run_1/floorplan.png
Bar = 20 um. Pins as bars on the die edge. Tap cells in gray.
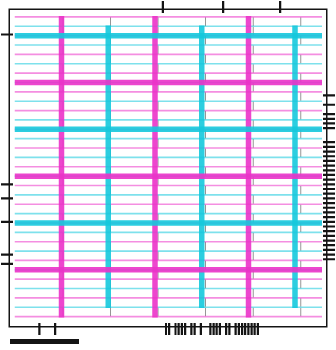
run_1/class_map.png
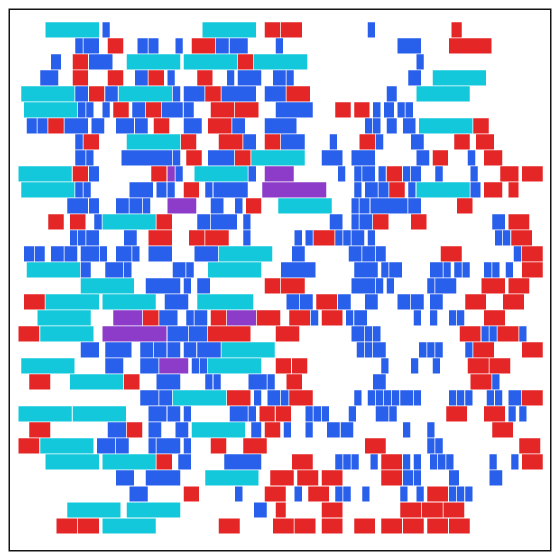
run_1/clock_wires.png
Bar = 20 um.
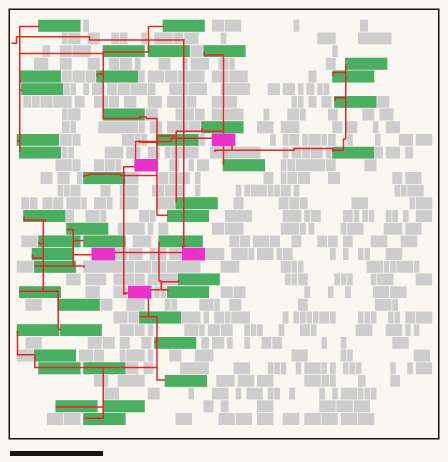
<file path="src/rtl/cosmic_pkg.sv">
`default_nettype none
// ============================================================================
//  Module   : cosmic_pkg
//  Purpose  : Shared key/note widths, FSM state encoding and note matcher.
//  Revision : 1.0  initial release
// ============================================================================
package cosmic_pkg;

    localparam int NUM_KEYS = 7;
    localparam int NOTE_W   = 4;
    localparam logic [NOTE_W-1:0] NOTE_SILENT = '0;

    typedef enum logic [1:0] {
        ST_IDLE    = 2'd0,
        ST_PLAYING = 2'd1,
        ST_SUSTAIN = 2'd2
    } note_state_t;

    typedef logic [NUM_KEYS-1:0]               key_vec_t;
    typedef logic [NUM_KEYS-1:0][NUM_KEYS-1:0] key_map_t;

    // Lowest mapping index that hits a pressed key wins; empty mappings never hit.
    function automatic logic [NOTE_W-1:0] match_note(input key_vec_t keys, input key_map_t maps);
        logic [NOTE_W-1:0] note;
        note = NOTE_SILENT;
        for (int i = NUM_KEYS - 1; i >= 0; i--) begin
            if ((keys & maps[i]) != '0) begin
                note = NOTE_W'(i + 1);
            end
        end
        return note;
    endfunction

endpackage
`default_nettype wire

</file>
<file path="src/rtl/key_debouncer.sv">
`default_nettype none
// ============================================================================
//  Module   : key_debouncer
//  Purpose  : Two-flop synchroniser plus stable-count debouncer per key vector.
//  Revision : 1.0  initial release
// ============================================================================
module key_debouncer #(
    parameter int WIDTH           = 7,
    parameter int DEBOUNCE_CYCLES = 100000
) (
    input  logic             clk,
    input  logic             reset,
    input  logic [WIDTH-1:0] raw_in,
    output logic [WIDTH-1:0] debounced
);

    localparam int c_CNT_W = (DEBOUNCE_CYCLES > 1) ? $clog2(DEBOUNCE_CYCLES) : 1;
    localparam logic [c_CNT_W-1:0] c_CNT_LAST = c_CNT_W'(DEBOUNCE_CYCLES - 1);

    logic [WIDTH-1:0]   r_sync1;
    logic [WIDTH-1:0]   r_sync2;
    logic [WIDTH-1:0]   r_deb;
    logic [c_CNT_W-1:0] r_cnt;

    // A difference between the two sync stages means r_sync2 changes on this
    // edge, so the stability count restarts from the new value.
    always_ff @(posedge clk or negedge reset) begin
        if (!reset) begin
            r_sync1 <= '0;
            r_sync2 <= '0;
            r_deb   <= '0;
            r_cnt   <= '0;
        end else begin
            r_sync1 <= raw_in;
            r_sync2 <= r_sync1;
            if ((r_sync1 != r_sync2) || (r_sync2 == r_deb)) begin
                r_cnt <= '0;
            end else if (r_cnt == c_CNT_LAST) begin
                r_deb <= r_sync2;
                r_cnt <= '0;
            end else begin
                r_cnt <= r_cnt + c_CNT_W'(1);
            end
        end
    end

    assign debounced = r_deb;

endmodule
`default_nettype wire

</file>
<file path="src/rtl/key_note_mapper.sv">
`default_nettype none
// ============================================================================
//  Module   : key_note_mapper
//  Purpose  : Maps debounced keys through programmable one-hot mappings to a
//             note number; KEY_SUSTAIN_EN adds a post-release sustain hold.
//  Revision : 1.0  initial release
// ============================================================================
module key_note_mapper
    import cosmic_pkg::*;
#(
    parameter int DEBOUNCE_CYCLES = 100000,
    parameter int SUSTAIN_CYCLES  = 25000000
) (
    input  logic                clk,
    input  logic                reset,
    input  logic                enable,
    input  logic [NUM_KEYS-1:0] key_in,
    input  logic [NUM_KEYS-1:0] key_mapping_0,
    input  logic [NUM_KEYS-1:0] key_mapping_1,
    input  logic [NUM_KEYS-1:0] key_mapping_2,
    input  logic [NUM_KEYS-1:0] key_mapping_3,
    input  logic [NUM_KEYS-1:0] key_mapping_4,
    input  logic [NUM_KEYS-1:0] key_mapping_5,
    input  logic [NUM_KEYS-1:0] key_mapping_6,
    output logic [NOTE_W-1:0]   note_out,
    output logic                note_valid,
    output logic                note_start,
    output logic                conflict
);

    key_vec_t          w_deb;
    key_map_t          w_maps;
    logic [NOTE_W-1:0] w_match;

    note_state_t       r_state;
    note_state_t       w_state_nxt;
    logic [NOTE_W-1:0] r_note;
    logic [NOTE_W-1:0] w_note_nxt;
    logic              r_start;
    logic              w_start_nxt;

`ifdef KEY_SUSTAIN_EN
    localparam int c_SUS_W = (SUSTAIN_CYCLES > 1) ? $clog2(SUSTAIN_CYCLES) : 1;
    localparam logic [c_SUS_W-1:0] c_SUS_LAST = c_SUS_W'(SUSTAIN_CYCLES - 1);

    logic [c_SUS_W-1:0] r_sus;
    logic [c_SUS_W-1:0] w_sus_nxt;
`endif

    key_debouncer #(
        .WIDTH           (NUM_KEYS),
        .DEBOUNCE_CYCLES (DEBOUNCE_CYCLES)
    ) u_debouncer (
        .clk       (clk),
        .reset     (reset),
        .raw_in    (key_in),
        .debounced (w_deb)
    );

    assign w_maps  = {key_mapping_6, key_mapping_5, key_mapping_4, key_mapping_3,
                      key_mapping_2, key_mapping_1, key_mapping_0};
    assign w_match = match_note(w_deb, w_maps);

    always_ff @(posedge clk or negedge reset) begin
        if (!reset) begin
            r_state <= ST_IDLE;
            r_note  <= NOTE_SILENT;
            r_start <= 1'b0;
`ifdef KEY_SUSTAIN_EN
            r_sus   <= '0;
`endif
        end else begin
            r_state <= w_state_nxt;
            r_note  <= w_note_nxt;
            r_start <= w_start_nxt;
`ifdef KEY_SUSTAIN_EN
            r_sus   <= w_sus_nxt;
`endif
        end
    end

    always_comb begin
        w_state_nxt = r_state;
        w_note_nxt  = r_note;
        w_start_nxt = 1'b0;
`ifdef KEY_SUSTAIN_EN
        w_sus_nxt   = r_sus;
`endif
        if (!enable) begin
            // Mapping adjustment mode silences everything; the debouncer keeps tracking keys.
            w_state_nxt = ST_IDLE;
            w_note_nxt  = NOTE_SILENT;
`ifdef KEY_SUSTAIN_EN
            w_sus_nxt   = '0;
`endif
        end else begin
            case (r_state)
                ST_IDLE: begin
                    if (w_match != NOTE_SILENT) begin
                        w_state_nxt = ST_PLAYING;
                        w_note_nxt  = w_match;
                        w_start_nxt = 1'b1;
                    end
                end
                ST_PLAYING: begin
                    if (w_match == NOTE_SILENT) begin
`ifdef KEY_SUSTAIN_EN
                        w_state_nxt = ST_SUSTAIN;
                        w_sus_nxt   = '0;
`else
                        w_state_nxt = ST_IDLE;
                        w_note_nxt  = NOTE_SILENT;
`endif
                    end else if (w_match != r_note) begin
                        w_note_nxt  = w_match;
                        w_start_nxt = 1'b1;
                    end
                end
`ifdef KEY_SUSTAIN_EN
                ST_SUSTAIN: begin
                    // A new press takes priority over expiry so a repress never leaves a gap.
                    if (w_match != NOTE_SILENT) begin
                        w_state_nxt = ST_PLAYING;
                        w_note_nxt  = w_match;
                        w_start_nxt = 1'b1;
                        w_sus_nxt   = '0;
                    end else if (r_sus == c_SUS_LAST) begin
                        w_state_nxt = ST_IDLE;
                        w_note_nxt  = NOTE_SILENT;
                        w_sus_nxt   = '0;
                    end else begin
                        w_sus_nxt   = r_sus + c_SUS_W'(1);
                    end
                end
`endif
                default: begin
                    w_state_nxt = ST_IDLE;
                    w_note_nxt  = NOTE_SILENT;
                end
            endcase
        end
    end

    assign note_out   = r_note;
    assign note_valid = (r_note != NOTE_SILENT);
    assign note_start = r_start;
    assign conflict   = ((w_deb & (w_deb - key_vec_t'(1))) != '0);

endmodule
`default_nettype wire

</file>
<file path="config.mk">
export PLATFORM = sky130hd
export DESIGN_NAME = key_note_mapper
export DESIGN_NICKNAME = d
export VERILOG_FILES = /design/src/rtl/cosmic_pkg.sv /design/src/rtl/key_debouncer.sv /design/src/rtl/key_note_mapper.sv
export SDC_FILE = /design/constraint.sdc
export NUM_CORES = 1
export LEC_CHECK = 0
export ABC_AREA = 1
export ABC_CLOCK_PERIOD_IN_PS = 1550
export CAP_MARGIN = 20
export CELL_PAD_IN_SITES_DETAIL_PLACEMENT = 0
export CELL_PAD_IN_SITES_GLOBAL_PLACEMENT = 1
export CORE_UTILIZATION = 32
export DETAILED_ROUTE_END_ITERATION = 10
export GPL_TIMING_DRIVEN = 1
export PLACE_DENSITY_LB_ADDON = 0.1
export SLEW_MARGIN = 20
export SYNTH_ARGS = -nofsm -noshare
export SYNTH_HDL_FRONTEND = slang
export SYNTH_SLANG_ARGS = --single-unit
</file>
<file path="constraint.sdc">
create_clock -name clk -period 1.55 [get_ports clk]
set_clock_uncertainty 0.05 [all_clocks]
set_input_delay 0.3875 -clock clk [delete_from_list [all_inputs] [get_ports clk]]
set_output_delay 0.3875 -clock clk [all_outputs]
set_load 0.02 [all_outputs]
</file>
==> flow_metrics.env, run 1 <==
# implementation run metrics
export IMPL_synth_async_reset_ratio_pct=100
export IMPL_cts_root_buffer="clkbuf_8"
export IMPL_synth_top_flop_cell="dfrtp_1"
export IMPL_lay_top_count="nand2_1"
export IMPL_post_synth_instance_area_um2=2580
export IMPL_cp_cell_sequence="buf_6 > nand2_1 > inv_1 > nor2_1 > nand2_1 > inv_2 > nand2_2 > nor2_4 > nor2_2 > nor2_2 > nand3_1 > nand2_2 > inv_2 > nand3_4 > nand2_4 > nand2_2 > nand2_1"
export IMPL_preCtsSetupSlack_ps=-639
export IMPL_comb_area_share_pct=36.6
export IMPL_synthMuxAreaShare_pct=0
export IMPL_final_net_count=539
export IMPL_hold_violations=10
export IMPL_setup_tns_ps=-8980
export IMPL_critical_path_reg2reg_endpoint="note_out[0]"
export IMPL_aoi_share_pct=5.14
export IMPL_seq_cells=43
export IMPL_power_switching_fraction_pct=19.8
export IMPL_comb_area_um2=1570
export IMPL_ys_sh_adder_pct=0.485
export IMPL_crit_required_ps=1690
export IMPL_rr_startpoint="u_debouncer.debounced[6]"
export IMPL_synth_flops=43
export IMPL_dominant_cell_class="multi-input combinational cells"
export IMPL_rsz_0062_raised_after_global_routing="yes"
export IMPL_synth_area_per_cell_um2=7.47
export IMPL_r2r_slack_ps=-400
export IMPL_worstSetupPathDepth=17
export IMPL_crit_slowest_cell="dfrtp_1"
export IMPL_global_route_usage_met1_pct=22.5
export IMPL_critical_path_max_stage_delay_ps=410
export IMPL_power_share_combinational_pct=9.9
export IMPL_clockBufferCount=6
export IMPL_ant_nets=0
export IMPL_syn_instance_count=345
export IMPL_yosysChipArea_um2=2580
export IMPL_leakage_uw=0.00207
export IMPL_sequential_cell_area_um2=1080
export IMPL_grt_pass1_wl_um=11800
export IMPL_final_cycle_utilization_of_the_critical_path_pct=126
export IMPL_synthDistinctLibCells=35
export IMPL_core_rowCount=32
export IMPL_timing_final_ws_setup_ps=-400
export IMPL_antenna_diode_count=0
export IMPL_grt_overflow=0
export IMPL_worst_setup_path_start_kind="flip-flop"
export IMPL_inverters_excl_clock=38
export IMPL_routedWlPerCell_um=11.9
export IMPL_comb_cells=257
export IMPL_tritoncts_num_sinks=43
export IMPL_placedCellCount=557
export IMPL_grtUsageTotal_pct=17.8
export IMPL_vias=2581
export IMPL_timing_critical_path_max_delay_family="simple AND/OR/NAND/NOR gates"
export IMPL_io_buffers=64
export IMPL_timing_critical_path_arrival_ps=2090
export IMPL_critical_path_endpoint="note_out[0]"
export IMPL_run_status="finished, violations left"
export IMPL_clock_cell_area_share_pct=3.09
export IMPL_gp_congestion=0.778
export IMPL_wl_um=6920
export IMPL_min_path_type="in2async"
export IMPL_dr_pass1_iters=4
export IMPL_layout_cells_most_common_list="nand2_1 (95), clkdlybuf4s50_1 (57), buf_4 (52)"
export IMPL_top_cell_area_share_pct=41.7
export IMPL_antenna_found_initial=0
export IMPL_setup_viol=30
export IMPL_grt_max_degree=44
export IMPL_top_signal_layer_used="met4"
export IMPL_enable_flop_cells=0
export IMPL_synth_stat_cells=345
export IMPL_period_needed_ps=1950
export IMPL_largest_register_ff_count=17
export IMPL_yosys_dominant_comb_family="simple AND/OR/NAND/NOR gates"
export IMPL_whs_ps=-1.80
export IMPL_place_hpwl_um=5130
export IMPL_max_flop_register="u_debouncer.r_cnt"
export IMPL_synth_seq_area_share_pct=41.7
export IMPL_critPathCaptureType="flip-flop"
export IMPL_vias_per_cell=4.43
export IMPL_floorplanUtilization_pct=33.2
export IMPL_synth_yosys_warnings=0
export IMPL_cellInternalPower_uw=1950
export IMPL_syn_num_nets=405
export IMPL_r2r_worst_path_cells=17
export IMPL_seq_area_share_pct=25.1
export IMPL_drt_initial_drc_count=70
export IMPL_start_to_end_type_of_the_worst_setup_path="reg2reg"
export IMPL_failed_checks="negative hold slack, negative setup slack"
export IMPL_gr_max_usage_layer="met2"
About floorplan.png:
VDD -> cyan
VSS -> magenta
met1 rails = 33
met4 straps = 6
tap cells = 102
met5 straps = 6
vertical extent of the die: 91.8 um
standard cell core area: 7770 um2
peak ir drop on the vdd network: 0.873 mV
overall die width: 91.8 um

About class_map.png:
remaining buffers and delay cells -> red  # cells 134
remaining logic cells -> blue  # cells 295
clock drivers and dummy loads -> purple  # cells 8
registers -> cyan  # cells 43
Design Area, Final: 4290 um2
final core utilization: 55.3%

About clock_wires.png:
clock wires -> red  # length 600 um
flip-flops -> green  # count 43
clock-net drivers -> magenta  # count 5
routed clock nets = 6
clock network power consumption: 1030 uW
relative contribution of the clock network to total power: 42.5%
clock latency of the later-clocked register in the worst-skew pair: 300 ps

run 1: power groups by stage:
stage	clock (uW)	sequential [uW]	combinational, uW
detailed placement	0	1180	227
global placement	0	1180	226
finish	1030	1150	240
CTS	1070	1150	235
global route	1110	1160	260
floorplan	0	1180	34.9
run 1: kinds of logic (layout without fill, tap and decap cells):
kind of cell | count (synthesis) | count (layout)
other | 1 | 1
adder cells (fa/ha/maj) | 1 | 1
AND-OR/OR-AND | 23 | 23
AND/OR/NAND/NOR | 216 | 217
buffers and inverters | 46 | 180
flip-flops | 43 | 43
XOR/XNOR | 15 | 15
run_1/clock_nets.png
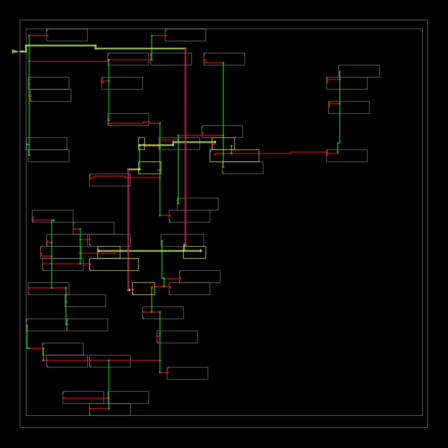

==> run 2: changes to the inputs <==
--- a/config.mk
+++ b/config.mk
@@ -5,7 +5,6 @@
 export SDC_FILE = /design/constraint.sdc
 export NUM_CORES = 1
 export LEC_CHECK = 0
-export ABC_AREA = 1
 export ABC_CLOCK_PERIOD_IN_PS = 1550
 export CAP_MARGIN = 20
 export CELL_PAD_IN_SITES_DETAIL_PLACEMENT = 0
run_2/clock_nets.png
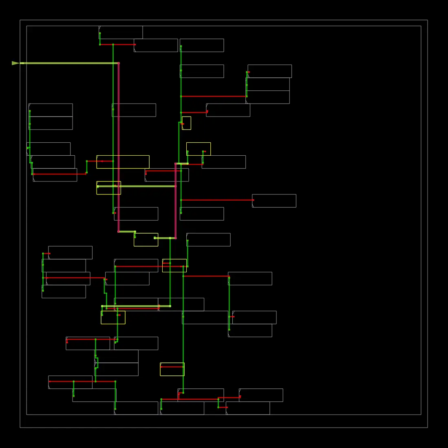
clock latency of the later-clocked register in the worst-skew pair: 290 ps
number of flip-flops and latches: 43
Clock Sink Count: 43

run_2/class_map.png
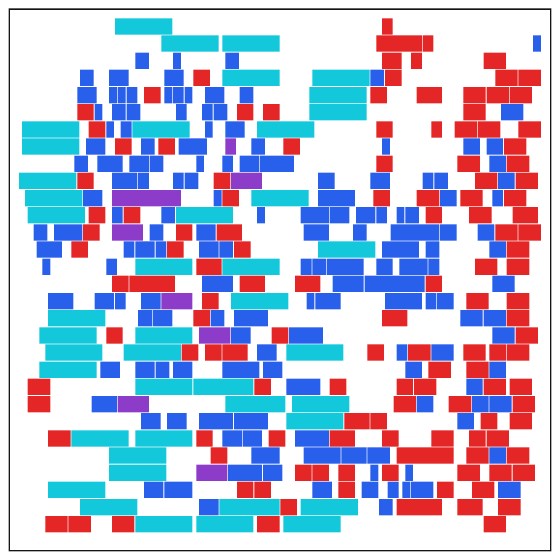
clock drivers and dummy loads -> purple  # cells 8
remaining buffers and delay cells -> red  # cells 131
registers -> cyan  # cells 43
remaining logic cells -> blue  # cells 159
Row Count: 30
Design Area, Final: 3830 um2
final core utilization: 56.7%
share of cell area taken by flip-flops and latches: 28.2%
standard cell core area: 6760 um2

run_2/floorplan.png
Bar = 20 um. Pins as bars on the die edge. Tap cells in gray.
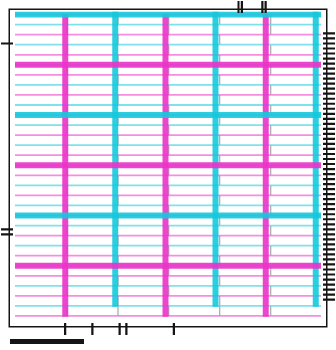
VDD -> cyan
VSS -> magenta
rows = 30
met1 rails = 31
overall die width: 85.6 um
peak ir drop on the vdd network: 0.542 mV
vertical extent of the die: 85.6 um

==> run 2 against run 1 <==
  * The flow finishes with violations (negative setup slack)
  * Via count shrank 20%
  * Largest cell class unchanged
  * Critical path type unchanged
  * Die area decreased by 13%
  * Clock power fell by about 10%
  * Setup slack worse by 160 ps
  * Cell count is 28% lower
  * Core utilization is 1.5 points higher
  * Synthesized cell count is 39% lower
  * Global-route usage is 0.14 points lower
  * Largest power group unchanged
  * First-iteration DRC count is 29% higher
==> flow_metrics.env, run 2 <==
# implementation run metrics
export IMPL_rr_startpoint="u_debouncer.debounced[2]"
export IMPL_pg_seq_uw=1150
export IMPL_placedCellCount=399
export IMPL_clockNetworkPower_uw=889
export IMPL_synth_seq_area_share_pct=48.2
export IMPL_enable_flop_cells=0
export IMPL_top_signal_layer_used="met4"
export IMPL_cp_cell_sequence="buf_12 > a222oi_1 > nand3_1 > buf_6 > nor3_4 > nor2b_4 > xnor2_2 > a41oi_2"
export IMPL_run_status="finished, violations left"
export IMPL_cellInternalPower_uw=1820
export IMPL_synthDistinctLibCells=40
export IMPL_r2r_slack_ps=-550
export IMPL_preCtsSetupSlack_ps=-889
export IMPL_setup_viol=31
export IMPL_crit_required_ps=1660
export IMPL_dr_pass1_iters=5
export IMPL_timing_final_ws_setup_ps=-555
export IMPL_failed_checks="negative setup slack"
export IMPL_grt_pass1_wl_um=9920
export IMPL_power_switching_fraction_pct=19.9
export IMPL_worstSetupPathDepth=8
export IMPL_min_path_type="in2async"
export IMPL_wl_um=6330
export IMPL_grtUsageTotal_pct=17.6
export IMPL_place_hpwl_um=4690
export IMPL_ant_nets=0
export IMPL_timing_critical_path_max_delay_family="AND-OR/OR-AND gates"
export IMPL_io_buffers=64
export IMPL_drt_initial_drc_count=90
export IMPL_floorplanUtilization_pct=33.1
export IMPL_synthMuxAreaShare_pct=3.53
export IMPL_clock_power_share_pct=39.0
export IMPL_comb_power_uw=236
export IMPL_grt_max_degree=44
export IMPL_post_synth_instance_area_um2=2230
run 2: netlist changes by cell type after synthesis, moves of 4 or more:
| cell | change |
|---|---|
| a22oi_1 | +14 |
| xor2_1 | +5 |
| nand2_2 | -13 |
| and3_1 | +9 |
| nor2_2 | -8 |
| a21oi_1 | -8 |
| inv_2 | -5 |
| mux2_2 | +7 |
| inv_1 | -27 |
| xnor2_1 | +12 |
| nand2_1 | -121 |
| a222oi_1 | +7 |
| nand4_1 | -5 |
| buf_2 | +4 |
run 2: layout make-up:
class	instances	share of cell area [%]
inverter	6	0.588
timing repair buffer	131	31.7
multi-input combinational	153	33.9
clock inverter	2	0.914
clock buffer	6	2.16
sequential	43	28.2
tap	80	2.61
Power figures rest on the tool's default switching activity, not on a simulated workload.
